$ cat config.mk
export PLATFORM = sky130hd
export DESIGN_NAME = crc_byte_sequencer
export DESIGN_NICKNAME = d
export VERILOG_FILES = /design/src/rtl/crc_byte_sequencer_pkg.sv /design/src/rtl/crc_byte_sequencer.sv
export SDC_FILE = /design/constraint.sdc
export NUM_CORES = 1
export LEC_CHECK = 0
export ABC_AREA = 1
export ABC_CLOCK_PERIOD_IN_PS = 1700
export CORE_ASPECT_RATIO = 0.9
export CORE_MARGIN = 2
export CORE_UTILIZATION = 46
export CTS_BUF_LIST = sky130_fd_sc_hd__clkbuf_2 sky130_fd_sc_hd__clkbuf_4 sky130_fd_sc_hd__clkbuf_8
export CTS_CLUSTER_DIAMETER = 30
export DETAILED_ROUTE_END_ITERATION = 16
export GPL_ROUTABILITY_DRIVEN = 0
export PLACE_DENSITY = 0.77
export RECOVER_POWER = 50
export SYNTH_ARGS = -nofsm -noshare
export SYNTH_HDL_FRONTEND = slang
export SYNTH_SLANG_ARGS = --single-unit
$ cat constraint.sdc
create_clock -name clk -period 1.7 [get_ports clk]
set_input_delay 0.51 -clock clk [delete_from_list [all_inputs] [get_ports clk]]
set_output_delay 0.51 -clock clk [all_outputs]
set_load 0.005 [all_outputs]
$ cat src/rtl/crc_byte_sequencer_pkg.sv
// Shared encodings for the CRC byte sequencer: FSM state codes and bit-walk bounds.
// Also imported by the register map, so the codes must stay stable.
package crc_byte_sequencer_pkg;

  localparam logic [2:0] S_IDLE      = 3'd0;
  localparam logic [2:0] S_INIT      = 3'd1;
  localparam logic [2:0] S_WAIT_BYTE = 3'd2;
  localparam logic [2:0] S_SHIFT     = 3'd3;
  localparam logic [2:0] S_DONE      = 3'd4;

  // Bits of each byte are presented MSB index first; crcN handles reflection.
  localparam logic [2:0] BIT_FIRST = 3'd7;
  localparam logic [2:0] BIT_LAST  = 3'd0;

  function automatic logic state_is_busy(input logic [2:0] st);
    return (st == S_INIT) || (st == S_WAIT_BYTE) || (st == S_SHIFT);
  endfunction

endpackage

$ cat src/rtl/crc_byte_sequencer.sv
// Byte-stream front end for a bit-serial CRC engine: one accepted byte becomes 8 shift cycles.
// All outputs registered from next state, except in_ready which is decoded from current state.
module crc_byte_sequencer
  import crc_byte_sequencer_pkg::*;
#(
  parameter int CNT_W = 16
) (
  input  logic             clk,
  input  logic             rst,
  input  logic             start,
  input  logic             flush,
  input  logic             in_valid,
  output logic             in_ready,
  input  logic [7:0]       in_data,
  input  logic             in_last,
  output logic             crc_initialize,
  output logic             crc_shift,
  output logic [7:0]       crc_data,
  output logic [2:0]       crc_bit_index,
  output logic             result_valid,
  input  logic             result_ack,
  output logic             busy,
  output logic [CNT_W-1:0] byte_count
);

  localparam logic [CNT_W-1:0] CNT_ONE = {{(CNT_W-1){1'b0}}, 1'b1};
  localparam logic [CNT_W-1:0] CNT_MAX = {CNT_W{1'b1}};

  logic [2:0]       state_q, state_d;
  logic [2:0]       bit_idx_q, bit_idx_d;
  logic [7:0]       data_q, data_d;
  logic             last_q, last_d;
  logic [CNT_W-1:0] cnt_q, cnt_d;
  logic             init_q;
  logic             shift_q;
  logic             rv_q;
  logic             busy_q;
  logic             ready_w;
  logic             accept_w;

  // A byte can be taken while idle-waiting, or on the final bit of a non-last byte
  // so a continuous stream runs at exactly 8 cycles per byte.
  always_comb begin
    ready_w = 1'b0;
    if (!rst && !start) begin
      case (state_q)
        S_WAIT_BYTE: ready_w = 1'b1;
        S_SHIFT:     ready_w = (bit_idx_q == BIT_LAST) && !last_q;
        default:     ready_w = 1'b0;
      endcase
    end
  end

  assign accept_w = in_valid && ready_w;

  always_comb begin
    state_d   = state_q;
    bit_idx_d = bit_idx_q;
    data_d    = data_q;
    last_d    = last_q;
    cnt_d     = cnt_q;

    if (start) begin
      state_d = S_INIT;
      cnt_d   = '0;
    end else begin
      case (state_q)
        S_IDLE: state_d = S_IDLE;
        S_INIT: state_d = S_WAIT_BYTE;
        S_WAIT_BYTE: begin
          if (accept_w) begin
            state_d = S_SHIFT;
          end else if (flush) begin
            state_d = S_DONE;
          end
        end
        S_SHIFT: begin
          if (bit_idx_q != BIT_LAST) begin
            bit_idx_d = bit_idx_q - 3'd1;
          end else if (last_q) begin
            state_d = S_DONE;
          end else if (!accept_w) begin
            state_d = S_WAIT_BYTE;
          end
        end
        S_DONE: begin
          if (result_ack) begin
            state_d = S_IDLE;
          end
        end
        default: state_d = S_IDLE;
      endcase

      if (accept_w) begin
        data_d    = in_data;
        last_d    = in_last;
        bit_idx_d = BIT_FIRST;
        cnt_d     = (cnt_q == CNT_MAX) ? cnt_q : cnt_q + CNT_ONE;
      end
    end
  end

  always_ff @(posedge clk) begin
    if (rst) begin
      state_q   <= S_IDLE;
      bit_idx_q <= BIT_FIRST;
      data_q    <= 8'h00;
      last_q    <= 1'b0;
      cnt_q     <= '0;
      init_q    <= 1'b0;
      shift_q   <= 1'b0;
      rv_q      <= 1'b0;
      busy_q    <= 1'b0;
    end else begin
      state_q   <= state_d;
      bit_idx_q <= bit_idx_d;
      data_q    <= data_d;
      last_q    <= last_d;
      cnt_q     <= cnt_d;
      init_q    <= (state_d == S_INIT);
      shift_q   <= (state_d == S_SHIFT);
      rv_q      <= (state_d == S_DONE);
      busy_q    <= state_is_busy(state_d);
    end
  end

  assign in_ready       = ready_w;
  assign crc_initialize = init_q;
  assign crc_shift      = shift_q;
  assign crc_data       = data_q;
  assign crc_bit_index  = bit_idx_q;
  assign result_valid   = rv_q;
  assign busy           = busy_q;
  assign byte_count     = cnt_q;

endmodule

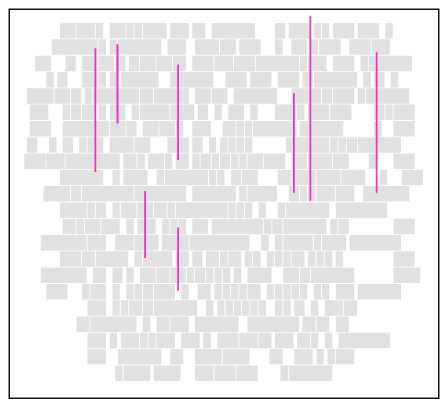
*Met4 routing, run 1*
The layer holds 2.5% of the routed length. The wires run mostly vertical.

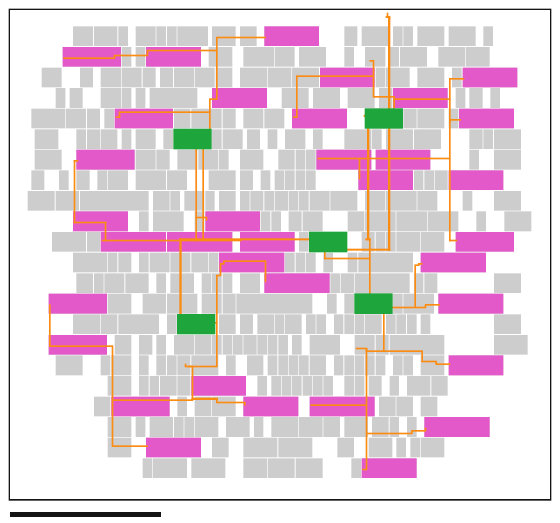
*Clock distribution, run 1*
Scale bar: 20 um.
clock wires: in orange, length 464 um. cells driving clock nets: in green, count 5. flip-flops: in magenta, count 35.
There are 6 routed clock nets. Position of the flops: all over the die.

==> results_dict.tcl, run 1 <==
# yosys + openroad results
set metrics [dict create \
    timing.max_cap.violations 0 \
    largest_reg_flops 16 \
    cpMaxStageDelayCell "dfxtp_2" \
    async_reset_ff_share_pct 0 \
    routedWlPerCell_um 14.0 \
    use_met3_pct 4.35 \
    netlist.area_leader.share_pct 37.2 \
    cp_cell_sequence "inv_2, ha_4, inv_2, nor2_4, nand2_2, nand2_2, buf_4, buf_6, nand3_4, nor2_8, buf_6, buf_12, nand2_1, nand2_1, nor2_1" \
    sh_comb_area_pct 37.7 \
    clock_cell_area_share_pct 3.03 \
    p_int_mw 1.19 \
    post-route-period-util_pct 107 \
    setup_violations 24 \
    syn_to_final_growth_pct 55.6 \
    routed_wl_um 5680 \
    grt_max_degree 16 \
    rsz0062_at_grt "yes" \
    wl_met2_um 2950 \
    vias_per_cell 5.21 \
    io_buffer_count 46 \
    fp_nets 286 \
    switching_share_pct 24.3 \
    top_cells_by_area "dfxtp_1 37%, nand2_1 16%, nor2_1 6.8%" \
    ir_worst_vdd_uv 382 \
    drt_pass1_iterations 4 \
    nMultiInputCombCells 201 \
    chipArea_um2 4620 \
    top_layer "met4" \
    cts_tree "done" \
    path_max_fanout 7 \
    p_comb_share_pct 8.5 \
    cp.required_ns 1.89 \
    placed_area_um2 2540 \
    clk_pin_slew_worst_paths_ns 0.08 \
    drt-initial-drc-count 197 \
    topCombFamilyByArea "simple AND/OR/NAND/NOR gates" \
    gr-usage-met1_pct 30.9 \
    post-route-util_pct 73.4 \
    ys_ff 35 \
    end_kind "flip-flop" \
    fp_util_pct 47.1 \
    outcome "complete, but fails checks" \
    yosys_cells 268 \
    nonClkBufAreaFrac_pct 28.4 \
    synth-edff-count 0 \
    seq-power_mw 0.819 \
    top_cell "nand2_1" \
    p_clk_share_pct 39.3 \
    setup_ws_ns -0.124 \
    drcViolationCount 0 \
    cts_root_buf "clkbuf_8" \
    fill_cells 295 \
    track_usage_pct 24.2 \
    rows 22 \
    synth_area_um2 1880 \
    vias 2110 \
    final-hold-violation-count 0 \
    compound_area_share_pct 10.2 \
    antenna_found_initial 0 \
    n_all_buffers 87 \
    powerDensity_nw_per_um2 535 \
    fa_ha_area_share_pct 1.99 \
    seq_cells 35 \
    tap_cells 48 \
    power_mw 1.57 \
    nNetsFinal 374 \
    max_freq_mhz 548 \
    core_area_um2 3990 \
    yosysWarningCount 0 \
    tightest_slew_ns 0.365 \
    dp_hpwl_um 3410 \
    dieHeight_um 64.7 \
    overflow 0 \
    fp.dieW_um 71.4 \
    yosysChipArea_um2 1880 \
    n_antenna_cell 0 \
    slew_violations 0 \
    grt_pass1_wl_um 8870 \
    ctsLongestPathBuffers 2 \
    synth_cell_types 26 \
    cts_setup_buffers 15 \
    p_clk_mw 0.616 \
    syn_avg_cell_area_um2 7.02 \
    instances_no_fill 405 \
    synthTopCellsByCount "82 x nand2_1, 35 x dfxtp_1, 34 x nor2_1, 23 x inv_1, 14 x nand3_1" \
    seq_power_share_pct 52.2 \
    top_power_group "registers" \
    seq_share_pct 25.3 \
    worstSetupPathType "reg -> reg" \
    holdWs_ns 0.461 \
    power_leakage_nw 1.24 \
    cp_top_family "simple AND/OR/NAND/NOR gates" \
    comb_cell_power_mw 0.133 \
    cts_hold_buf 0 \
    slew_headroom_pct 75.6 \
    n_clock_buffer 6 \
    clock-sinks 35 \
    yosysSeqAreaShare_pct 37.2 \
    grt_use_met2_pct 40.5 \
    synth.mux.area_fraction_pct 0 \
    dp_cells 381 \
    violations "setup timing" \
    switchingPower_mw 0.381 \
    finClkSkew_ns 0.00678 \
    drt.antenna.violating_nets 0 \
    htreeDepth 2 \
    layout_top_cells "76 x nand2_1, 31 x nor2_1, 31 x clkdlybuf4s50_1, 31 x buf_4, 20 x dfxtp_1" \
    met3_length_um 261 \
    cp.arrival_ns 2.01 \
    ff_latch_area_um2 739 \
    grt_pass1_vias 2011 \
    yosys.area_share.xor_xnor_pct 3.26 \
    crit_buf_inv 6 \
    lay_top_count "nand2_1" \
    place_ws_ns -0.671 \
    simple_gate_share_pct 39.3 \
    post_cts_resized 42 \
    syn_inst 268 \
    crit_path_max_incr_delay_ns 0.33 \
    final_layout_size_suffix_gt1_share_pct 33.1 \
    ioPinCount 47 \
    m1WireLength_um 2330 \
    cts-buffers-inserted 5 \
    nNonClkInverters 26 \
    cp-start-kind "flip-flop" \
    clock_latency_ns 0.29 \
    final_cell_area_um2 2930 \
    grt_most_used_layer "met2" \
    largest_area_cell "dfxtp_1" \
    logic_area_um2 1100 \
    period_minus_slack_ns 1.82 \
    tool_warnings 29 \
    setup_tns_ns -1.15 \
    dominant_cells "logic gates" \
    hp-class "reg -> reg" \
    ff_type "dfxtp_1" \
]
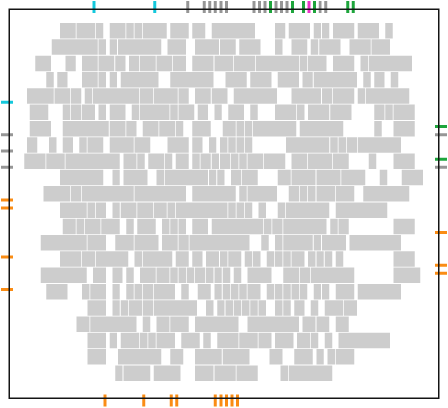
*Pin placement, run 1*
Pins as bars across the die edge, other pins in gray.
`byte_count`: in orange, pins 16, direction output, edge 9 bottom, 4 left, 3 right. `crc_bit_index`: in cyan, pins 3, direction output, edge 2 top, 1 left. `clk`: in magenta, pins 1, direction input, edge top. `crc_data`: in green, pins 8, direction output, edge 6 top, 2 right.
All pins by edge: 23 top, 9 bottom, 8 left, 7 right.

[run 1: worst register-to-register path: stages, from the launching register on]
cell     delay [ns]
dfxtp_2        0.33
inv_2          0.08
ha_4           0.13
inv_2          0.04
nor2_4         0.09
nand2_2        0.06
nand2_2        0.08
buf_4          0.11
buf_6          0.09
nand3_4        0.14
nor2_8         0.15
buf_6          0.13
buf_12         0.11
nand2_1        0.05
nand2_1        0.07
nor2_1         0.04
[run 1: path summary, 6_finish.rpt]
check                         from             to  slack [ns]  cells past startpoint
hold reg to reg        crc_data[5]    crc_data[5]        0.46                      2
setup reg to reg  crc_bit_index[0]  byte_count[2]       -0.12                     15
setup / recovery  crc_bit_index[0]  byte_count[2]       -0.12                     15
hold / removal         crc_data[5]    crc_data[5]        0.46                      2
## Run 2: what changed since run 1
--- a/config.mk
+++ b/config.mk
@@ -7,15 +7,19 @@
 export LEC_CHECK = 0
 export ABC_AREA = 1
 export ABC_CLOCK_PERIOD_IN_PS = 1700
+export CELL_PAD_IN_SITES_DETAIL_PLACEMENT = 1
+export CELL_PAD_IN_SITES_GLOBAL_PLACEMENT = 1
 export CORE_ASPECT_RATIO = 0.9
 export CORE_MARGIN = 2
-export CORE_UTILIZATION = 46
+export CORE_UTILIZATION = 32
 export CTS_BUF_LIST = sky130_fd_sc_hd__clkbuf_2 sky130_fd_sc_hd__clkbuf_4 sky130_fd_sc_hd__clkbuf_8
 export CTS_CLUSTER_DIAMETER = 30
 export DETAILED_ROUTE_END_ITERATION = 16
 export GPL_ROUTABILITY_DRIVEN = 0
+export HOLD_SLACK_MARGIN = 0.12
 export PLACE_DENSITY = 0.77
 export RECOVER_POWER = 50
+export SETUP_SLACK_MARGIN = 0.3
 export SYNTH_ARGS = -nofsm -noshare
 export SYNTH_HDL_FRONTEND = slang
 export SYNTH_SLANG_ARGS = --single-unit
==> results_dict.tcl, run 2 <==
# yosys + openroad results
set metrics [dict create \
    synth-edff-count 0 \
    comb_cell_power_mw 0.151 \
    instances_no_fill 436 \
    final-hold-violation-count 0 \
    power_leakage_nw 1.30 \
    dp_hpwl_um 4260 \
    seq_share_pct 24.0 \
    fp_nets 286 \
    top_power_group "registers" \
    seq-power_mw 0.816 \
    largest_area_cell "dfxtp_1" \
    synthTopCellsByCount "82 x nand2_1, 35 x dfxtp_1, 34 x nor2_1, 23 x inv_1, 14 x nand3_1" \
    top_layer "met4" \
    lay_top_count "nand2_1" \
    setup_violations 15 \
    layout_top_cells "65 x nand2_1, 37 x buf_4, 30 x nor2_1" \
    cp.required_ns 1.19 \
    powerDensity_nw_per_um2 510 \
    netlist.area_leader.share_pct 37.2 \
    cts_root_buf "clkbuf_8" \
    outcome "complete, but fails checks" \
    reg2reg_to "byte_count[3]" \
    tightest_slew_ns 0.357 \
    crit_buf_inv 4 \
    largest_reg_flops 16 \
    overflow 0 \
    vias 2137 \
    final_cell_area_um2 3130 \
    max_freq_mhz 553 \
    fp_util_pct 33.1 \
    syn_avg_cell_area_um2 7.02 \
    chipArea_um2 6510 \
    yosysChipArea_um2 1880 \
    ioPinCount 47 \
    dieHeight_um 76.8 \
    routed_wl_um 6840 \
    dominant_cells "logic gates" \
    slew_violations 0 \
    hold_depth 2 \
    switching_share_pct 24.7 \
    violations "setup timing" \
    synth.mux.area_fraction_pct 0 \
    clock_latency_ns 0.29 \
    clock-sinks 35 \
    tap_cells 70 \
    ff_latch_area_um2 751 \
    yosys_cells 268 \
    io_buffer_count 46 \
    seq_power_share_pct 51.0 \
    switchingPower_mw 0.394 \
    track_usage_pct 21.1 \
    drt-initial-drc-count 47 \
    setup_ws_ns -0.109 \
    fill_cells 701 \
    nMultiInputCombCells 201 \
    end_kind "output pin" \
    top_cells_by_area "dfxtp_1 37%, nand2_1 16%, nor2_1 6.8%" \
    grt_use_met2_pct 38.8 \
    synth_area_um2 1880 \
    ctsLongestPathBuffers 2 \
    met3_length_um 148 \
    nNonClkInverters 26 \
    sh_comb_area_pct 39.1 \
    ir_worst_vdd_uv 319 \
    topCombFamilyByArea "simple AND/OR/NAND/NOR gates" \
    nNetsFinal 384 \
    p_clk_share_pct 39.5 \
    ys_ff 35 \
    rsz0062_at_grt "yes" \
    rows 26 \
    drcViolationCount 0 \
    seq_cells 35 \
    yosysSeqAreaShare_pct 37.2 \
    p_comb_share_pct 9.4 \
    period_minus_slack_ns 1.81 \
    grt_pass1_vias 2289 \
    htreeDepth 2 \
    nonClkBufAreaFrac_pct 28.0 \
    p_clk_mw 0.632 \
    holdWs_ns 0.460 \
    fp.dieW_um 84.8 \
    syn_inst 268 \
    setup_tns_ns -0.545 \
    n_clock_buffer 6 \
    logic_area_um2 1220 \
    compound_area_share_pct 10.2 \
    n_all_buffers 97 \
    m1WireLength_um 2900 \
    p_int_mw 1.20 \
    post-route-util_pct 55.0 \
    dp_cells 406 \
    place_ws_ns -0.659 \
    placed_area_um2 2610 \
    synth_cell_types 26 \
    cpMaxStageDelayCell "dfxtp_2" \
    clock_cell_area_share_pct 2.80 \
]
run 2: cell types whose count changed in the layout (fill, tap and decap cells not counted), moves of 7 or more:
cell             change
nand2_1             -11
clkdlybuf4s50_1     -20
clkdlybuf4s25_1      +8
nand2_4              +7
clkdlybuf4s15_1      +7
run 2: how the worst max path moves through the flow:
stage	startpoint	to	slack (ns)	cells after the start
3_3_place_gp	start	in_ready	-0.63	7
5_1_grt	crc_bit_index[1]	in_ready	-0.22	9
4_1_cts	crc_bit_index[1]	in_ready	-0.12	9
3_5_place_dp	start	in_ready	-0.66	7
2_1_floorplan	rst	byte_count[10]	0.08	10
6_report	crc_bit_index[0]	in_ready	-0.11	9
run 2: timing repair:
action,4_1_cts,5_1_grt
endpoints found under the setup margin,66,50
buffers inserted,18,5
gates resized,117,65
pin swaps,10,23
cloned,0,0
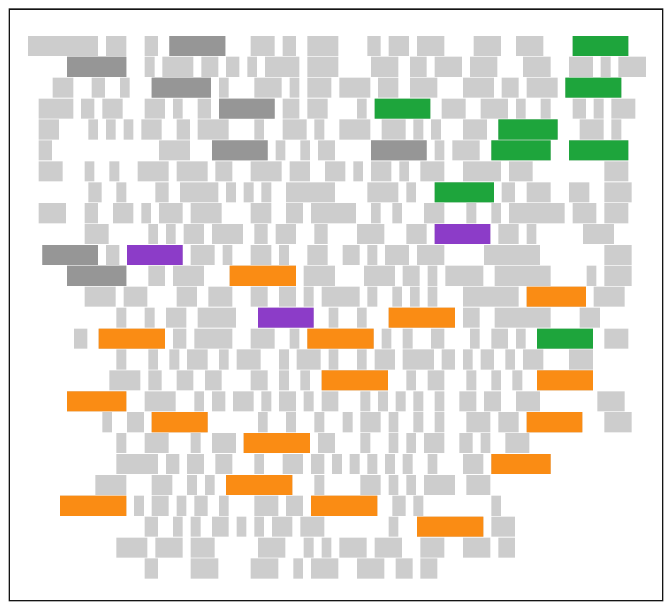
*Sequential cells grouped by signal name, run 2*
`byte_count`: in orange, flops 16. `crc_data`: in green, flops 8, where top right. `state_q`: in purple, flops 3.
Another 8 sequential cells are not colored.

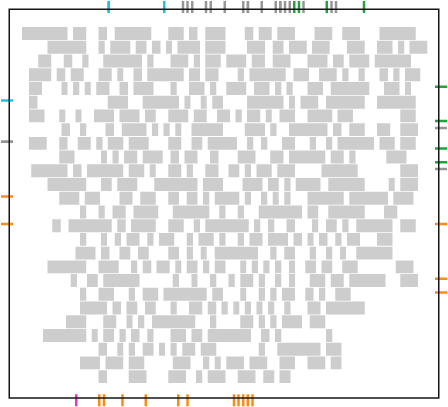
*Pin placement, run 2*
Pins as bars across the die edge, other pins in gray.
`crc_data`: in green, pins 8, direction output, edge 4 right, 4 top. `crc_bit_index`: in cyan, pins 3, direction output, edge 2 top, 1 left. `clk`: in magenta, pins 1, direction input, edge bottom. `byte_count`: in orange, pins 16, direction output, edge 11 bottom, 3 right, 2 left.
All pins by edge: 22 top, 12 bottom, 9 right, 4 left.

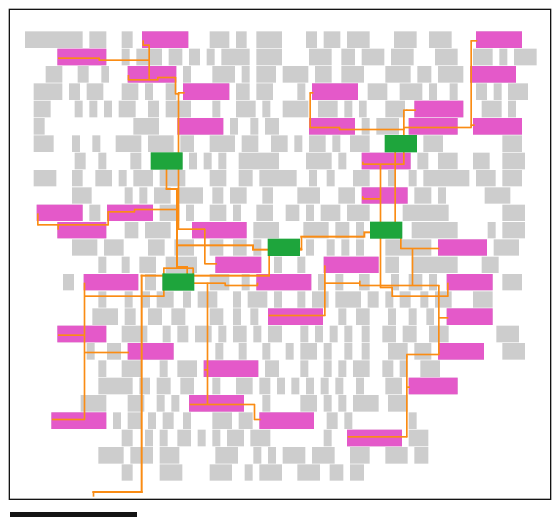
*Clock distribution, run 2*
Scale bar: 20 um.
cells driving clock nets: in green, count 5. clock wires: in orange, length 539 um. flip-flops: in magenta, count 35.
Position of the flops: all over the die. There are 6 routed clock nets.

## Run 3: what changed since run 2
--- a/config.mk
+++ b/config.mk
@@ -17,7 +17,7 @@
 export DETAILED_ROUTE_END_ITERATION = 16
 export GPL_ROUTABILITY_DRIVEN = 0
 export HOLD_SLACK_MARGIN = 0.12
-export PLACE_DENSITY = 0.77
+export PLACE_DENSITY_LB_ADDON = 0.1
 export RECOVER_POWER = 50
 export SETUP_SLACK_MARGIN = 0.3
 export SYNTH_ARGS = -nofsm -noshare
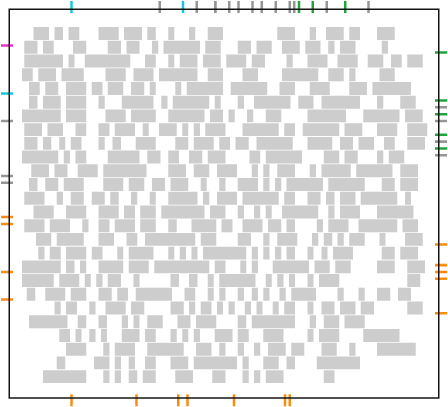
*Pin placement, run 3*
Pins as bars across the die edge, other pins in gray.
DIE HEIGHT: 76.8 um
IO Port Bufs: 46

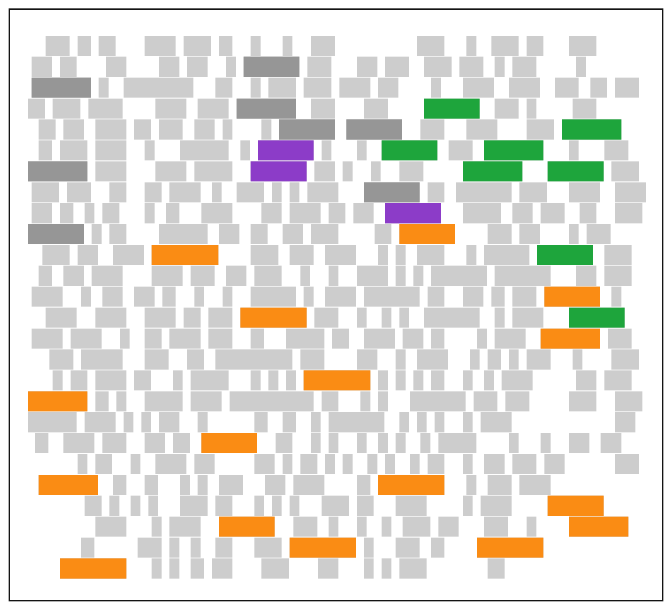
*Sequential cells grouped by signal name, run 3*
`crc_data`: in green, flops 8, where top right. `byte_count`: in orange, flops 16. `state_q`: in purple, flops 3.
Another 8 sequential cells are not colored.

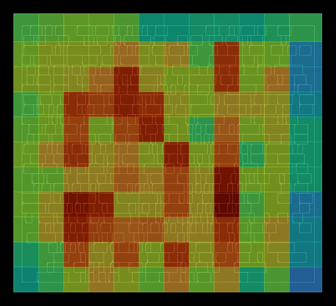
*Congestion heat map, run 3*
Overall Global Routing Usage: 23.3%
GR peak layer: met2
met1 Usage GRT: 27.9%

==> results_dict.tcl, run 3 <==
# yosys + openroad results
set metrics [dict create \
    timing.max_cap.violations 0 \
    outcome "complete, but fails checks" \
    rrSetupSlack_ns -0.19 \
    drcViolationCount 0 \
    routedWlPerCell_um 17.8 \
    top_cell "nand2_1" \
    grt_max_degree 16 \
    cp_top_family "buffers and inverters" \
    ir_worst_vdd_uv 631 \
    r2r_cells 14 \
    lay_top_count "nand2_1" \
    fill_cells 675 \
    post-route-util_pct 61.5 \
    holdWs_ns 0.475 \
    clk_pin_slew_worst_paths_ns 0.08 \
    top_power_group "registers" \
    path_max_fanout 5 \
    yosysChipArea_um2 1880 \
    drt-initial-drc-count 63 \
    synth_area_um2 1880 \
    overflow 0 \
    synth.mux.area_fraction_pct 0 \
    p_int_mw 1.37 \
    final_cell_area_um2 3500 \
    fp_nets 286 \
    p_clk_mw 0.812 \
    post-route-period-util_pct 111 \
    syn_to_final_growth_pct 85.9 \
    vias_per_cell 4.94 \
    grt_pass1_wl_um 11900 \
    switching_share_pct 23.8 \
    netlist.area_leader.share_pct 37.2 \
    powerDensity_nw_per_um2 513 \
    synth-edff-count 0 \
    hold_end "crc_data[3]" \
    ctsLongestPathBuffers 2 \
    final-hold-violation-count 0 \
    period_minus_slack_ns 1.89 \
    clock_latency_ns 0.30 \
    yosysWarningCount 0 \
    cp_cell_sequence "inv_2, ha_4, inv_4, nor2_4, nand2_2, nand2_2, buf_6, buf_6, nand3_4, buf_6, nand2_4, buf_6, nor2_1, a21oi_2" \
    clock-sinks 35 \
    setup_ws_ns -0.190 \
    m1WireLength_um 3270 \
    ys_ff 35 \
    comb_cell_power_mw 0.163 \
    critPathLaunch "crc_bit_index[0]" \
    layout_top_cells "53 x nand2_1, 39 x buf_4, 31 x nor2_1" \
    violations "setup timing" \
    seq_power_share_pct 45.7 \
    top_layer "met4" \
    compound_area_share_pct 10.2 \
    cts_root_buf "clkbuf_8" \
    htreeDepth 2 \
    async_reset_ff_share_pct 0 \
    antenna_found_initial 0 \
    slew_headroom_pct 74.8 \
    synthTopCellsByCount "82 x nand2_1, 35 x dfxtp_1, 34 x nor2_1, 23 x inv_1, 14 x nand3_1" \
    final_layout_size_suffix_gt1_share_pct 50.5 \
    tightest_slew_ns 0.377 \
    p_clk_share_pct 45.2 \
    place_ws_ns -0.673 \
    largest_area_cell "dfxtp_1" \
    cp-start-kind "flip-flop" \
    syn_inst 268 \
    cp.required_ns 1.89 \
    yosysSeqAreaShare_pct 37.2 \
    tool_warnings 30 \
    p_comb_share_pct 9.1 \
    rsz0062_at_grt "yes" \
    fp_util_pct 33.1 \
    chipArea_um2 6510 \
    drt.antenna.violating_nets 0 \
    setup_violations 34 \
]
run 3: cell counts after synthesis:
No cell type changed its count.
run 3: cells by family (layout without fill, tap and decap cells):
| kind of cell | after synthesis | after routing |
|---|---|---|
| AOI/OAI and AO/OA | 30 | 30 |
| xor gates and xnor gates | 7 | 7 |
| adders and majority gates | 3 | 3 |
| DFF | 35 | 35 |
| and+or+nand+nor | 161 | 162 |
| buffers and inverters | 32 | 147 |
run 3: layout make-up:
| cell class | count | area, um^2 | area share, % |
|---|---|---|---|
| clock buffer | 6 | 82.6 | 2.36 |
| clock inverter | 2 | 35.0 | 1.00 |
| inverter | 26 | 115 | 3.29 |
| multi-input combinational | 202 | 1370 | 39.3 |
| sequential | 35 | 739 | 21.1 |
| tap | 70 | 87.6 | 2.50 |
| timing repair buffer | 113 | 1060 | 30.4 |
